run_1/final_congestion.png
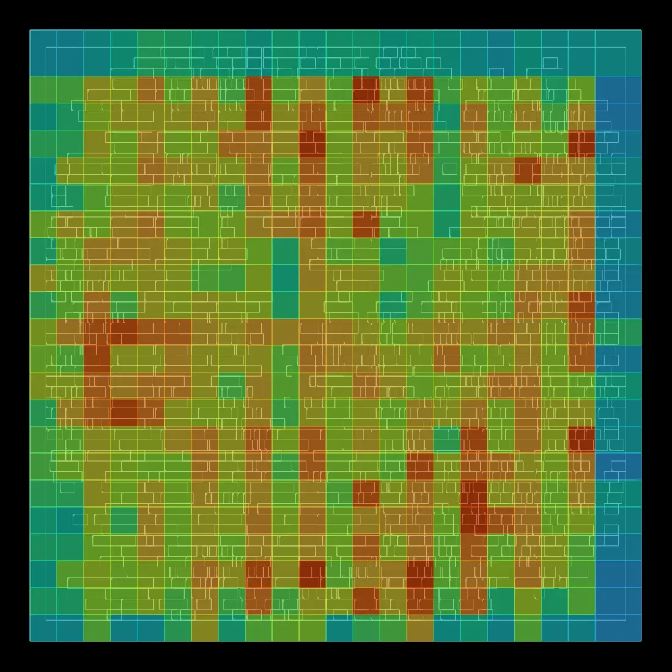
run_1/zoom.png
Bar = 5 um. Window x 68 to 88, y 100 to 120 um. Cells in grey, sequential cells in the stronger grey; small squares are vias.
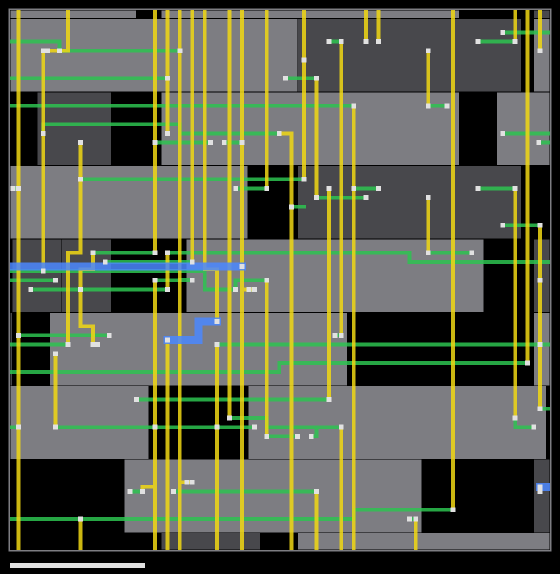
run_1/gate_families.png
Bar = 50 um.
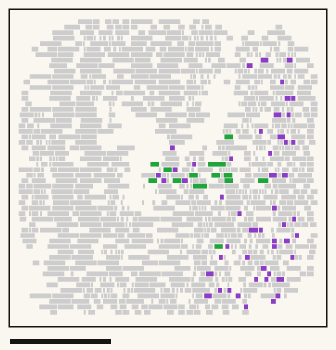
==> config.mk <==
export PLATFORM = sky130hd
export DESIGN_NAME = branch_update_unit
export DESIGN_NICKNAME = d
export VERILOG_FILES = /design/src/rtl/branch_update_unit.sv
export SDC_FILE = /design/constraint.sdc
export NUM_CORES = 1
export LEC_CHECK = 0
export CAP_MARGIN = 10
export CORE_MARGIN = 4
export CORE_UTILIZATION = 48
export DETAILED_ROUTE_END_ITERATION = 16
export GPL_TIMING_DRIVEN = 0
export PLACE_DENSITY = 0.76
export SYNTH_ARGS = -nofsm -noshare
export SYNTH_HDL_FRONTEND = slang
export SYNTH_SLANG_ARGS = --single-unit
==> constraint.sdc <==
create_clock -name clk -period 2.1 [get_ports clk]
set_input_delay 0.42 -clock clk [delete_from_list [all_inputs] [get_ports clk]]
set_output_delay 0.42 -clock clk [all_outputs]
set_load 0.01 [all_outputs]
==> results.cfg, run 1 <==
; generated from flow reports
[clock_network]
tritoncts = yes
clkTransAtPathRegs_ns = 0.06
numClockSinks = 274
holdBufCountCts = 0
clock.latency.late_pin_ns = 0.56
numCtsBuffers = 28
clockRootBuffer = sky130_fd_sc_hd__clkbuf_16
cts-root-to-sink-buffers = 3
postCtsSetupRepairBufs = 8
postCtsResizedCells = 38

[grt]
busiest_layer = met2
grt_max_degree = 34
wire_length_of_the_first_global_routing_pass_um = 39060
gr-total-overflow = 0
vias_in_the_first_global_route = 7249

[power_and_ir_drop]
switchingPower_uw = 4413
internal-power_uw = 10930
power.ir.vdd_worst_uv = 958.2
seq_power_uw = 6510
clock_power_share_pct = 33.2
power_per_cell_area_nw_per_um2 = 1084
pwr-share-comb_pct = 24.4
power_switching_share_pct = 28.76
totalPowerFinal_uw = 15340
sequentialPowerShare_pct = 42.4
leakage_component_of_the_power_uw = 0.004751
power_top_consumer = registers
powerComb_uw = 3740
clockNetworkPower_uw = 5100

[timing]
achievable-frequency_mhz = 469.2
final.min_clock_period_ns = 2.131
postLayoutSetupSlackWorst_ns = -0.03126
skew_ns = 0.01985
slew-limit-headroom_pct = 36.64
worst_hold_slack_ns = 0.3640
post-route-period-util_pct = 101.5
final-max-slew-violation-count = 0
setup-tns-final_ns = -0.08488
timing_hold_violations_final = 0
setup-violations-final = 4
grt_setup_unrepaired = yes
worst_slew_pin_slew_ns = 0.9504

[synth]
topCellsByArea = sky130_fd_sc_hd__edfxtp_1, sky130_fd_sc_hd__dfxtp_1, sky130_fd_sc_hd__mux4_2
ys_cells = 848
postSynthCellCount = 848
floorplan.nets = 899
and_or_or_and_share_of_the_synthesized_area_pct = 4.723
synth_seq_share_pct = 64.08
postSynth.topFlopCell = sky130_fd_sc_hd__dfxtp_1
syn_avg_cell_area_um2 = 12.53
ys_async_sr_fraction_pct = 0
synth_flop_count = 274
synthTopCellsByCount = sky130_fd_sc_hd__dfxtp_1, sky130_fd_sc_hd__edfxtp_1, sky130_fd_sc_hd__nand2_1
mappedNetlistArea_um2 = 10620
yosys.cell_count.top_type = sky130_fd_sc_hd__dfxtp_1
prevailing_logic_family_in_the_synthesized_netlist = simple AND/OR/NAND/NOR gates
ys.warnings.count = 0
synth_largest_type_area_fraction_pct = 37.31
yosys_top_cell_by_area = sky130_fd_sc_hd__edfxtp_1
synth-edff-count = 132
synth-simple-area-share_pct = 13.39
ys_sh_xor_pct = 3.451
netlist-cell-type-count = 42

[setup_path]
arrival_ns = 2.61
endpoint_kind = flip-flop
crit_path_max_incr_delay_ns = 0.55
cp_num_cells = 7
r2r_cells = 7
reg2reg_slack_ns = -0.03
worstSetupStartpointType = flip-flop
path_cells = mux4_2, xor2_4, buf_6, buf_4, nand2_4, or4_4, a21oi_2
cp_data_required_time_ns = 2.58
worst-path-max-fanout = 6
crit_family = multiplexers

[finish]
fillerInstances = 1672
count_of_multi_input_gates = 514
combinational_cell_area_excluding_buffers_and_inverters_um2 = 3795
layout.clock_buffers = 36
design_area_final_um2 = 14160
ff_count = 274
clk_share_pct = 6.902
area_growth_syn_to_layout_pct = 33.27
layout.cells.most_common_list = sky130_fd_sc_hd__clkdlybuf4s50_1, sky130_fd_sc_hd__edfxtp_1, sky130_fd_sc_hd__dfxtp_1
drive_gt1_share_pct = 16.30
sequential_cell_area_um2 = 6822
final.signal_buffer_count = 234
num-nonclk-inverters = 18
nets_finish = 1121
n_antenna_cell = 0
top_area_cell_class = registers
largest_register_ffs = 128

[placement]
io_buffers = 173
place_area_um2 = 12770
placed_cells = 1303
dp.final_hpwl_um = 17010
dp_worst_setup_slack_ns = -0.7315

[route]
drt-vias-per-instance = 5.433
postRouteWirelength_um = 25620
drt_pass1_iterations = 5
top_signal_layer_used = met4
vias = 7454
wl_met2_um = 12600
detail-route-antenna-nets = 0
wirelength_met1_um = 10830
drt_drc_violations_left = 0
routed_wire_length_per_instance_um = 18.67

[floorplanning]
dieWidth_um = 156.8
floorplan.initialDensity_pct = 48.68
die_height_um = 156.8
design.portCount = 174
tapCellCount = 280

[min_path]
worst_hold_path.num_cells = 3
worstHoldPathType = primary input to flip-flop

[job]
stage_log_warnings = 35
drv_cap = 0

[run_status]
failed_checks = setup timing
outcome = finished, violations left
## Picture notes: final_congestion.png
fin util: 64.87%
grt met3 use: 3.927%
GR Util met2: 34.12%
met1 demand-to-capacity share in global routing: 27.08%
total track usage: 20.03%

## Picture notes: zoom.png
green -> met1
yellow -> met2
blue -> met3
cells with their middle in the window = 12
most frequent = edfxtp_1 (7), clkbuf_2 (2), mux4_2 (2)
sequential cells in the window = 7

## Picture notes: gate_families.png
purple -> AND and OR gates  # cells 50
green -> adder and majority cells  # cells 13
filler-free cell count of the finished design: 1,372
multi-input gate share of total cell area: 26.81%
most frequent standard cell in the layout excluding fill and tap cells: sky130_fd_sc_hd__clkdlybuf4s50_1

run_1/metal_stack.png
Bar = 50 um.
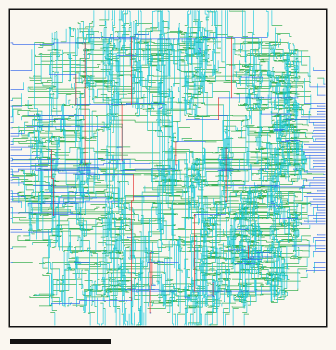

==> run 2, diff against run 1 <==
--- a/config.mk
+++ b/config.mk
@@ -6,11 +6,11 @@
 export NUM_CORES = 1
 export LEC_CHECK = 0
 export CAP_MARGIN = 10
-export CORE_MARGIN = 4
 export CORE_UTILIZATION = 48
 export DETAILED_ROUTE_END_ITERATION = 16
 export GPL_TIMING_DRIVEN = 0
 export PLACE_DENSITY = 0.76
+export REMOVE_ABC_BUFFERS = 1
 export SYNTH_ARGS = -nofsm -noshare
 export SYNTH_HDL_FRONTEND = slang
 export SYNTH_SLANG_ARGS = --single-unit
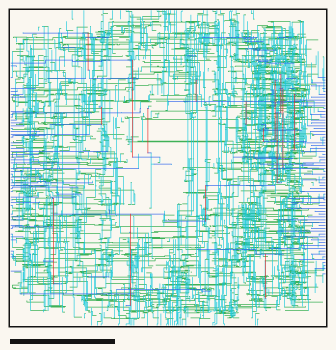
run_2/metal_stack.png
Bar = 50 um.
blue -> met3  # wire length 1,870 um
cyan -> met2  # wire length 12,300 um
red -> met4  # wire length 387 um
green -> met1  # wire length 10,600 um
number of vias in the routed layout: 7,394
Post-Route WL: 25,110 um

==> run 2 against run 1 <==
Clock power down 6.5%; non-clock buffer count down 30; sequential power up 0.6%; maximum frequency down 3.9%; the flow still finishes with violations (setup timing); largest cell class unchanged; global-route usage up 1.1 points; highest routed layer unchanged.
==> results.cfg, run 2 <==
; generated from flow reports
[clock_network]
postCtsSetupRepairBufs = 19
postCtsResizedCells = 40
tritoncts = yes
holdBufCountCts = 0
clock.latency.late_pin_ns = 0.53
numClockSinks = 274
clkTransAtPathRegs_ns = 0.06
numCtsBuffers = 29
clockRootBuffer = sky130_fd_sc_hd__clkbuf_16
cts-root-to-sink-buffers = 3

[synth]
netlist-cell-type-count = 42
yosys.cell_count.top_type = sky130_fd_sc_hd__dfxtp_1
ys.warnings.count = 0
synth_largest_type_area_fraction_pct = 37.31
ys_sh_xor_pct = 3.451
yosys_area_um2 = 10620
synthTopCellsByCount = sky130_fd_sc_hd__dfxtp_1, sky130_fd_sc_hd__edfxtp_1, sky130_fd_sc_hd__nand2_1
synth_flop_count = 274
topCellsByArea = sky130_fd_sc_hd__edfxtp_1, sky130_fd_sc_hd__dfxtp_1, sky130_fd_sc_hd__mux4_2
mappedNetlistArea_um2 = 10620
yosys_top_cell_by_area = sky130_fd_sc_hd__edfxtp_1
synth-edff-count = 132
synth_seq_share_pct = 64.08
postSynthCellCount = 848
and_or_or_and_share_of_the_synthesized_area_pct = 4.723
ys_cells = 848
ys_async_sr_fraction_pct = 0
postSynth.topFlopCell = sky130_fd_sc_hd__dfxtp_1
syn_avg_cell_area_um2 = 12.53

[power_and_ir_drop]
sequentialPowerShare_pct = 43.4
seq_power_uw = 6550
switchingPower_uw = 4283
internal-power_uw = 10790
power_top_consumer = registers
leakage_component_of_the_power_uw = 0.004698
power_per_cell_area_nw_per_um2 = 1064
clock_power_share_pct = 31.6
power_switching_share_pct = 28.42
power.ir.vdd_worst_uv = 986.7
pwr-share-comb_pct = 24.9
clockNetworkPower_uw = 4770

[timing]
achievable-frequency_mhz = 450.9
setup-tns-final_ns = -0.7274
post-route-period-util_pct = 105.6
worst_slew_pin_slew_ns = 0.9499
skew_ns = 0.01398
final.min_clock_period_ns = 2.218
slew-limit-headroom_pct = 36.52
worst_hold_slack_ns = 0.2698
setup-violations-final = 15
postLayoutSetupSlackWorst_ns = -0.1180

[floorplanning]
design.portCount = 174
tapCellCount = 280
floorplan.initialDensity_pct = 48.83
dieWidth_um = 150.8
die_height_um = 150.8

[run_status]
outcome = finished, violations left
failed_checks = setup timing

[setup_path]
crit_family = multiplexers
path_cells = mux4_2, xor2_4, buf_6, buf_6, nand4_1, or4_1, a21oi_1
worstSetupStartpointType = flip-flop
endpoint_kind = flip-flop
arrival_ns = 2.67
worst_path_most_repeated_cell = sky130_fd_sc_hd__buf_6
cp_data_required_time_ns = 2.56
cp_num_cells = 7

[route]
wl_met2_um = 12260
drt_drc_violations_left = 0
drt_pass1_iterations = 4
wirelength_met1_um = 10590
top_signal_layer_used = met4
routed_wire_length_per_instance_um = 18.63
drt-vias-per-instance = 5.485
detail-route-antenna-nets = 0

[grt]
vias_in_the_first_global_route = 7216
grt_max_degree = 78
grt_use_total_pct = 21.16
met1_usage_pct = 26.95
gr-total-overflow = 0
wire_length_of_the_first_global_routing_pass_um = 37320
grt_use_met2_pct = 36.38

[finish]
post-route-util_pct = 65.09
combAreaFraction_pct = 27.33
sequential_cell_area_um2 = 6827
final_common_cell = sky130_fd_sc_hd__clkdlybuf4s50_1
largest_register_ffs = 128
layout.clock_buffers = 43
nets_finish = 1096
top_area_cell_class = registers
combinational_cell_area_excluding_buffers_and_inverters_um2 = 3870
design_area_final_um2 = 14160
num-nonclk-inverters = 20
layout.cells.most_common_list = sky130_fd_sc_hd__clkdlybuf4s50_1, sky130_fd_sc_hd__edfxtp_1, sky130_fd_sc_hd__dfxtp_1
clk_share_pct = 6.344
fillerInstances = 1644
n_antenna_cell = 0
count_of_multi_input_gates = 516
ff_count = 274
area_growth_syn_to_layout_pct = 33.31
final.signal_buffer_count = 204
drive_gt1_share_pct = 15.92

[job]
stage_log_warnings = 34
drv_cap = 0

[placement]
io_buffers = 173
dp_worst_setup_slack_ns = -1.357
dp.final_hpwl_um = 14190
place_area_um2 = 12690

[min_path]
worst_hold_path.num_cells = 3
Power is estimated from default activity; no workload was simulated.
